$ cat config.mk
export PLATFORM = sky130hd
export DESIGN_NAME = if_prefetch_queue
export DESIGN_NICKNAME = d
export VERILOG_FILES = /design/src/rtl/if_prefetch_queue_pkg.sv /design/src/rtl/if_prefetch_queue_fifo.sv /design/src/rtl/if_prefetch_queue.sv
export SDC_FILE = /design/constraint.sdc
export NUM_CORES = 1
export LEC_CHECK = 0
export ABC_AREA = 1
export CORE_AREA = 10 10 136 187
export DETAILED_ROUTE_END_ITERATION = 12
export DIE_AREA = 0 0 146 197
export PLACE_DENSITY_LB_ADDON = 0.08
export SLEW_MARGIN = 20
export SYNTH_ARGS = -nofsm -noshare
export SYNTH_HDL_FRONTEND = slang
export SYNTH_SLANG_ARGS = --single-unit
$ cat constraint.sdc
create_clock -name clk -period 3.2 [get_ports clk]
set_input_delay 0.8 -clock clk [delete_from_list [all_inputs] [get_ports clk]]
set_output_delay 0.8 -clock clk [all_outputs]
set_load 0.02 [all_outputs]
$ cat src/rtl/if_prefetch_queue_pkg.sv
// Shared fetch-side types and constants for the prefetch queue.
// XLEN, reset PC default, NOP bubble encoding, IF/ID head bundle.
package if_prefetch_queue_pkg;

  localparam int XLEN = 32;

  localparam logic [XLEN-1:0] RESET_PC_DEF = 32'h0000_0000;
  localparam logic [XLEN-1:0] NOP = 32'h0000_0013;

  typedef logic [XLEN-1:0] word_t;

  typedef struct packed {
    word_t instr;
    word_t pc;
    word_t pcplus4;
  } if_id_t;

  function automatic word_t pcNext(word_t p);
    return p + 32'd4;
  endfunction

endpackage

$ cat src/rtl/if_prefetch_queue_fifo.sv
// ifq_fifo: synchronous DEPTH x XLEN in-order word queue.
// Ports: clk, clear, push/wdata, pop/rdata (head), count.
module ifq_fifo
  import if_prefetch_queue_pkg::*;
#(
  parameter int DEPTH = 4,
  parameter int CW    = $clog2(DEPTH + 1)
) (
  input  logic            clk,
  input  logic            clear,
  input  logic            push,
  input  logic [XLEN-1:0] wdata,
  input  logic            pop,
  output logic [XLEN-1:0] rdata,
  output logic [CW-1:0]   count
);

  localparam int AW = $clog2(DEPTH);

  logic [XLEN-1:0] mem [DEPTH];
  logic [AW-1:0]   wptr;
  logic [AW-1:0]   rptr;

  // Pointers wrap naturally because DEPTH is a power of 2.
  always_ff @(posedge clk) begin
    if (clear) begin
      wptr  <= '0;
      rptr  <= '0;
      count <= '0;
    end else begin
      if (push)
        wptr <= wptr + AW'(1);
      if (pop)
        rptr <= rptr + AW'(1);
      count <= count + CW'(push) - CW'(pop);
    end
  end

  always_ff @(posedge clk) begin
    if (push && !clear)
      mem[wptr] <= wdata;
  end

  assign rdata = mem[rptr];

endmodule

$ cat src/rtl/if_prefetch_queue.sv
// if_prefetch_queue: sequential fetch, in-order word queue, redirect flush.
// Ports: clk, rst, imem_req_*/imem_rsp_*, redirect/redirect_pc, instr_valid/ready, instr, pc, pcplus4.
module if_prefetch_queue
  import if_prefetch_queue_pkg::*;
#(
  parameter int              DEPTH    = 4,
  parameter logic [XLEN-1:0] RESET_PC = RESET_PC_DEF
) (
  input  logic            clk,
  input  logic            rst,
  output logic            imem_req_valid,
  input  logic            imem_req_ready,
  output logic [XLEN-1:0] imem_req_addr,
  input  logic            imem_rsp_valid,
  input  logic [XLEN-1:0] imem_rsp_data,
  input  logic            redirect,
  input  logic [XLEN-1:0] redirect_pc,
  output logic            instr_valid,
  input  logic            instr_ready,
  output logic [XLEN-1:0] instr,
  output logic [XLEN-1:0] pc,
  output logic [XLEN-1:0] pcplus4
);

  localparam int CW = $clog2(DEPTH + 1);

  word_t         fetchPc;
  word_t         headPc;
  logic [CW-1:0] outstanding;
  logic [CW-1:0] drop;
  logic [CW-1:0] count;
  logic [CW-1:0] outNext;
  logic [CW:0]   inUse;
  word_t         fifoData;
  logic          reqFire;
  logic          rspTake;
  logic          popFire;
  if_id_t        head;

  // Queued plus in-flight words never exceed DEPTH, so a push
  // always finds a free slot.
  assign inUse = {1'b0, count} + {1'b0, outstanding};

  assign imem_req_valid = !rst && (inUse < (CW+1)'(DEPTH));
  assign imem_req_addr  = fetchPc;

  assign reqFire = imem_req_valid && imem_req_ready;
  assign rspTake = imem_rsp_valid && (drop == '0) && !redirect;

  assign instr_valid = !rst && (count != '0);
  assign popFire     = instr_valid && instr_ready && !redirect;

  assign outNext = outstanding + CW'(reqFire) - CW'(imem_rsp_valid);

  ifq_fifo #(
    .DEPTH (DEPTH),
    .CW    (CW)
  ) u_fifo (
    .clk   (clk),
    .clear (rst || redirect),
    .push  (rspTake),
    .wdata (imem_rsp_data),
    .pop   (popFire),
    .rdata (fifoData),
    .count (count)
  );

  always_ff @(posedge clk) begin
    if (rst) begin
      fetchPc     <= RESET_PC;
      headPc      <= RESET_PC;
      outstanding <= '0;
      drop        <= '0;
    end else begin
      outstanding <= outNext;
      if (redirect) begin
        // Every word still owed by memory belongs to the old stream.
        fetchPc <= redirect_pc;
        headPc  <= redirect_pc;
        drop    <= outNext;
      end else begin
        if (reqFire)
          fetchPc <= pcNext(fetchPc);
        if (popFire)
          headPc <= pcNext(headPc);
        if (imem_rsp_valid && (drop != '0))
          drop <= drop - CW'(1);
      end
    end
  end

  always_ff @(posedge clk) begin
    if (!rst && imem_rsp_valid)
      assert (outstanding != '0);
  end

  assign head = '{
    instr:   instr_valid ? fifoData : NOP,
    pc:      headPc,
    pcplus4: pcNext(headPc)
  };

  assign instr   = head.instr;
  assign pc      = head.pc;
  assign pcplus4 = head.pcplus4;

endmodule

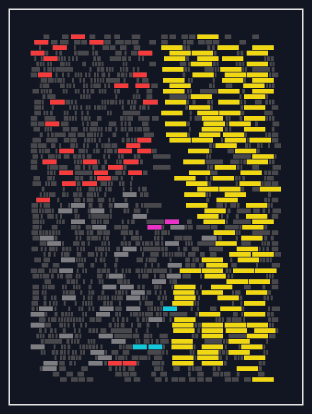
*Where the registers sit, run 1*
Scale: 2 px per µm.
Key: cyan = `outstanding` [sequential cells 3]; magenta = `u_fifo.rptr` [sequential cells 2]; yellow = `u_fifo.mem` [sequential cells 128]; red = `pc` [sequential cells 32]
Another 42 sequential cells are not coloured.
Seq group: 3.02 mW
area occupied by registers: 5430 µm²

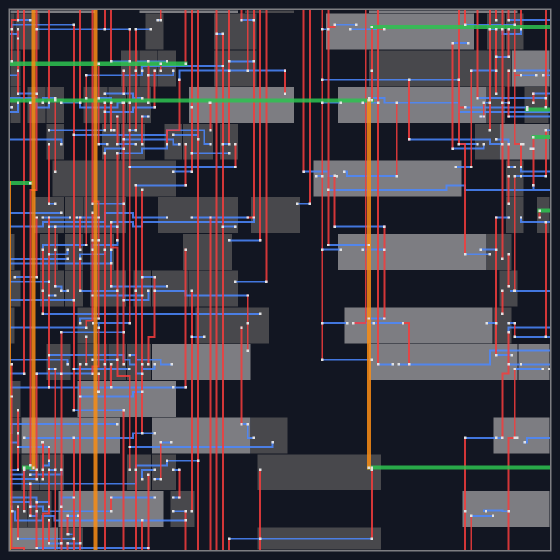
*Close-up of the layout, run 1*
Window x 53 to 93, y 118 to 158 µm. Cells in grey, sequential cells in the stronger grey; small squares are vias.
Key: orange = M4; blue = M1; red = M2; green = M3
79 logic cells have their middle in the window. Netlist names of flops here include `u_fifo.mem` (7), `pc` (6). Sequential cells in the window: 13. Most frequent: nand2_1 (17), nor2_1 (10).

==> results.ini, run 1 <==
[worst_setup_path]
start_kind = flip-flop
cp.depth = 6
r2r_end = drop[2]
cp-endpoint = pcplus4[8]
required_ns = 2.40

[clock_network]
ctsLongestPathBuffers = 3
cts_sinks = 207

[grt]
antenna_found_initial = 3
first_global_vias = 8844

[drt]
wl_um = 30900

[die]
die_h_um = 197
die_w_um = 146

[cells_and_area]
buf_share_pct = 17.5
comb_share_pct = 31.0

[power]
internal_power_mw = 4.68

[synthesis]
synth-seq-cells = 207
aoi_share_pct = 10.1
synthMuxAreaShare_pct = 0
xor_share_pct = 3.56

[run_status]
status = finished clean

[hold_path]
holdPathEnd = imem_req_addr[1]

[sta]
whs_ns = 0.465

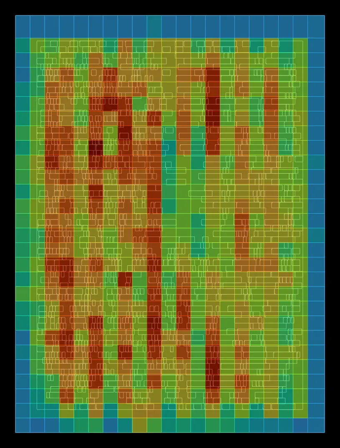
*Congestion heat map, run 1*
Core Util, Final: 60.8%
gr busiest metal: met2

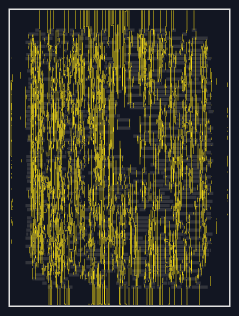
*Met2 routing, run 1*
Scale: 1.5 px per µm. Cells faint in the background.
The layer holds 51% of the routed length. The layer carries 15800 µm of wire. 1196 nets have wire on it. The longest straight run is 91.2 µm.

-- run 1: synthesized netlist by cell type (2+ instances only) --
cell	n	area (µm²)
a21oi_1	82	410
buf_4	9	67.6
nand2_1	259	972
inv_1	90	338
buf_1	6	22.5
nand3_1	44	220
a31oi_1	11	68.8
dfxtp_1	79	1580
nand2_4	2	22.5
nand4_1	8	50.1
o21ai_0	92	460
xor2_1	21	184
nor2_4	6	67.6
clkbuf_1	20	75.1
edfxtp_1	128	3840
buf_2	13	65.1
nand3b_1	10	75.1
o311ai_0	3	26.3
nor2_1	245	920
nand2_2	5	31.3
fa_1	2	40.0
o21ai_1	4	20.0
nor2_2	10	62.6
xor2_2	5	81.3
inv_2	8	30.0
xnor2_1	9	78.8
nor3_1	2	10.0
ha_1	14	175
-- run 1: logic make-up (layout without fill, tap and decap cells) --
logic type | Yosys count | count (layout)
and+or+nand+nor | 597 | 597
DFF | 207 | 207
AOI/OAI and AO/OA | 197 | 197
buffers and inverters | 147 | 366
xor gates and xnor gates | 36 | 36
adders and majority gates | 16 | 16
other | 0 | 2
-- run 1: per-layer routing --
metal | GRT usage [%] | up-vias | routed length (µm)
met1 | 21.5 | 4128 | 11500
met5 | 0 | - | 11
met4 | 8.18 | 2 | 1090
met3 | 6.33 | 49 | 2470
li1 | - | 4349 | -
met2 | 37.5 | 259 | 15800
-- run 1: worst min-delay path, delay by kind of cell, from the launching register on --
kind,cells,cell delay (ns)
flip-flops,1,0.33
AND/OR/NAND/NOR,1,0.05
AND-OR/OR-AND,1,0.06
-- run 1: registers in the layout, indices dropped and copies added, names as in the netlist, named ones only --
register	cells
u_fifo.mem	128
imem_req_addr	32
pc	32
drop	3
outstanding	3
u_fifo.count	3
u_fifo.rptr	2
u_fifo.wptr	2
### Logic cells by family, run 1

Scale: 2 px per µm.
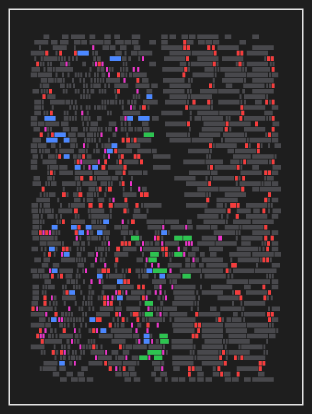

==> run 2: changes to the inputs <==
==> constraint.sdc (replaced) <==
create_clock -name clk -period 3.2 [get_ports clk]
set_input_delay 0.64 -clock clk [delete_from_list [all_inputs] [get_ports clk]]
set_output_delay 0.64 -clock clk [all_outputs]
set_load 0.02 [all_outputs]
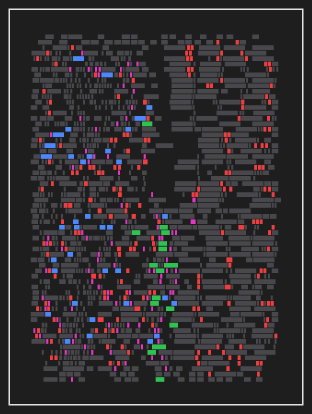
*Logic cells by family, run 2*
Scale: 2 px per µm.
Key: green = fa/ha/maj cells [cells 16, most used ha_1]; red = aoi and oai cells [cells 197, most used o21ai_0, where all over the die]; magenta = inv cells [cells 99, most used inv_1]; blue = xor and xnor cells [cells 36, most used xor2_1]

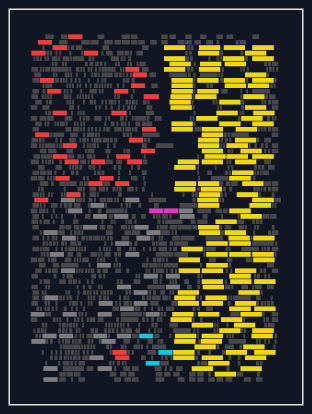
*Where the registers sit, run 2*
Scale: 2 px per µm.
Key: cyan = `outstanding` [sequential cells 3]; red = `pc` [sequential cells 32]; magenta = `u_fifo.rptr` [sequential cells 2]; yellow = `u_fifo.mem` [sequential cells 128]
Another 42 sequential cells are not coloured.
area occupied by registers: 5430 µm²
Core Util, Final: 61.0%
fraction of area in registers: 40.7%

==> run 2 against run 1 <==
Effect of this change: routed wire length is 0.99% lower; synthesized cell count stayed put; combinational power is 0.5% lower; die size stayed put; design area is 0.34% higher; non-clock buffer count is 7 lower; sequential power hardly changed; sequential share of layout area is 0.16 points lower; register-to-register slack hardly changed; largest cell class unchanged.
==> results.ini, run 2 <==
[grt]
first_global_vias = 8739
antenna_found_initial = 2
grt_busiest_layer = met2
grt_use_met2_pct = 37.6
use_met3_pct = 5.85

[worst_setup_path]
cp_common_cell = nor2_1
cp_num_buf_inv = 2
start_kind = flip-flop
cp.depth = 6
cp-endpoint = instr[10]
required_ns = 2.56
crit_path_max_incr_delay_ns = 0.66
r2r_end = drop[2]

[synthesis]
top_cells_by_count = 259 x nand2_1, 245 x nor2_1, 128 x edfxtp_1
synth-seq-cells = 207
edf_count = 128
yosys.area.top_type_share_pct = 38.0
synth.most_common_cell = nand2_1
topCellsByArea = edfxtp_1 38%, dfxtp_1 16%, nand2_1 9.6%
ys_cells = 1200

[die]
die_h_um = 197
die_w_um = 146
io_pins = 200

[clock_network]
cts_sinks = 207
htreeDepth = 1
cts_root_buf = clkbuf_16
ctsLongestPathBuffers = 3
ctsHoldBuffers = 0

[power]
internal_power_mw = 4.93
p_seq_mw = 3.02

[hold_path]
holdPathEnd = imem_req_addr[0]

[drt]
wl_met3_um = 2400
wl_met1_um = 11500
route.met2.wl_um = 15600

[run_status]
status = finished clean

[run]
log.warning_count = 31

[cells_and_area]
regMostFlops = u_fifo.mem
largest_reg_flops = 128

run 2: cell counts after synthesis:
No cell type changed its count.
run 2: logic make-up after synthesis:
kind of cell / Yosys count / share of synthesized area [%]
compound gates: 197 / 10.1
fa+ha+maj: 16 / 2.13
simple gates: 597 / 24.6
buf+inv: 147 / 5.95
flops: 207 / 53.6
xor+xnor: 36 / 3.56
run 2: layout make-up:
| type | instances | area share [%] |
|---|---|---|
| antenna | 2 | 0.0375 |
| clock buffer | 31 | 4.76 |
| clock inverter | 9 | 0.975 |
| inverter | 99 | 2.82 |
| multi-input combinational | 846 | 30.9 |
| sequential | 207 | 40.7 |
| tap | 297 | 2.78 |
| timing repair buffer | 224 | 17.0 |
run 2: worst reg2reg max path, stage by stage (launching register included):
cell	delay [ns]
dfxtp_1	0.38
ha_1	0.25
nor2_1	0.17
nand4_2	0.14
ha_1	0.30
inv_1	0.04
ha_1	0.18
fa_1	0.37
xnor2_1	0.17
xor2_1	0.16
inv_1	0.06
o21ai_0	0.14
nand3_1	0.08
nand2_1	0.06
run 2: per-stage QoR:
| stage | area, µm² | std cells | hold WS, ns | util, % |
|---|---|---|---|---|
| after floorplan | 10100 | 1200 | 0.447 | - |
| after global placement | 12500 | 1671 | 0.448 | 57.2 |
| after detailed placement | 12500 | 1671 | 0.456 | 57.2 |
| after CTS | 13300 | 1713 | 0.473 | 60.8 |
| after global routing | 13300 | 1714 | 0.498 | 61.0 |
| final | 13300 | 1715 | 0.466 | 61.0 |
run 2: timing repair:
item                                    CTS  global route
setup buffers                             2             0
hold endpoints to repair                  0             0
endpoints found under the setup margin   36            26
pin swaps                                 0             0
resized                                   6            18
### Met2 routing, run 2

Scale: 1.5 px per µm. Cells faint in the background.
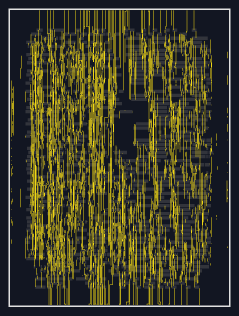

==> run 3: changes to the inputs <==
Settings changed: ABC_AREA 1 to 0, CORE_AREA 10 10 136 187 to 10 10 130 180, CTS_BUF_LIST set to sky130_fd_sc_hd__clkbuf_8, DIE_AREA 0 0 146 197 to 0 0 140 190.
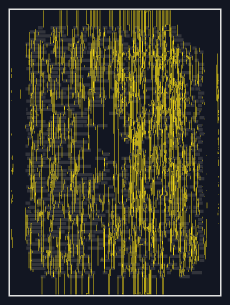
*Met2 routing, run 3*
Scale: 1.5 px per µm. Cells faint in the background.
The longest straight run is 79.9 µm. The layer carries 13300 µm of wire.

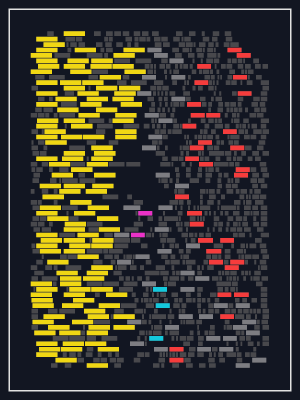
*Where the registers sit, run 3*
Scale: 2 px per µm.
Key: red = `pc` [sequential cells 32]; yellow = `u_fifo.mem` [sequential cells 128]; magenta = `u_fifo.rptr` [sequential cells 2]; cyan = `outstanding` [sequential cells 3]
Another 42 sequential cells are not coloured.

==> run 3 against run 2 <==
Effect of this change: design area down 5.1%; via count down 21%; sequential share of layout area up 2.2 points; total power down 8.7%; register-to-register slack worse by 0.11 ns; combinational power up 7.4%; clock skew up 0.0066 ns; non-clock buffer count up 19; critical endpoint is now pcplus4[29]; largest cell class unchanged; highest routed layer unchanged.
==> results.ini, run 3 <==
[synthesis]
simple_gate_share_pct = 14.1
xor_share_pct = 7.64
ys_cells = 775
netlist_logic_family_top = simple AND/OR/NAND/NOR gates
topCellsByArea = edfxtp_1 40%, dfxtp_1 17%, mux4_2 7.6%
yosys.area.top_type_share_pct = 40.4
ys_sh_adder_pct = 2.26

[run]
log.warning_count = 30

[worst_setup_path]
required_ns = 2.56
start_kind = flip-flop
r2r_end = drop[2]

[power]
internal_power_mw = 4.44

[place]
placed_area_um2 = 12000
dp_cells = 1227

[cells_and_area]
regMostFlops = u_fifo.mem
largest_reg_flops = 128
instances_no_fill = 1287
register_area_um2 = 5440
final_area_um2 = 12700

[clock_network]
ctsHoldBuffers = 0
cts_sinks = 207
cts_root_buf = clkbuf_8

[die]
io_pins = 200
die_w_um = 140

[run_status]
status = finished clean

[grt]
first_global_vias = 7234

[hold_path]
holdPathEnd = imem_req_addr[1]

[drt]
wl_um = 25700

## run 3: routing by layer
metal	vias to the layer above	wire length [µm]	global-route usage (%)
met2	239	13300	33.5
li1	3293	-	-
met1	3297	10100	21.7
met4	0	673	6.81
met3	55	1690	4.99
met5	-	0	0
## run 3: kinds of logic after synthesis
family          count (synthesis)
fa+ha+maj                      16
flops                         207
compound gates                108
xor+xnor                       83
buf+inv                        85
simple gates                  241
mux                            35
## run 3: worst max-delay path, stage by stage, from the launching register on
cell,delay (ns)
dfxtp_2,0.41
nand4_4,0.22
nor3_2,0.24
nand4_1,0.17
xnor2_1,0.23
clkdlybuf4s50_1,0.64
## run 3: timing repair
item                                   4_1_cts  5_1_grt
pin swaps                                    2        2
setup endpoints to repair                   46       44
setup buffers                                3        1
endpoints found under the hold margin        0        0
resized                                     22       16
## run 3: final cells by class
class	count	share of cell area (%)
Sequential cell	207	42.9
Multi-Input combinational cell	483	29.8
Timing Repair Buffer	243	18.9
Clock buffer	36	3.91
Tap cell	256	2.53
Inverter	42	1.25
Clock inverter	20	0.632
## run 3: worst max path at each step
stage | startpoint | endpoint | slack, ns | depth (start not counted)
global placement | pc[2] | pcplus4[30] | 0.32 | 7
detailed placement | pc[3] | pcplus4[30] | 0.26 | 7
global route | pc[3] | pcplus4[16] | -0.04 | 7
floorplan | rst | drop[2] | 0.51 | 12
finish | pc[11] | pcplus4[29] | 0.15 | 5
CTS | pc[23] | pcplus4[29] | 0.002 | 5
## run 3: power groups by stage
stage	combinational [mW]	clock, mW	sequential [mW]
6_report	0.938	2.01	3.06
5_1_grt	1.02	2.19	3.07
4_1_cts	0.954	2.07	3.06
3_5_place_dp	0.955	0	3.11
3_3_place_gp	0.953	0	3.11
2_1_floorplan	0.445	0	3.16
No activity file was given, so power comes from the tool's default toggle rates.
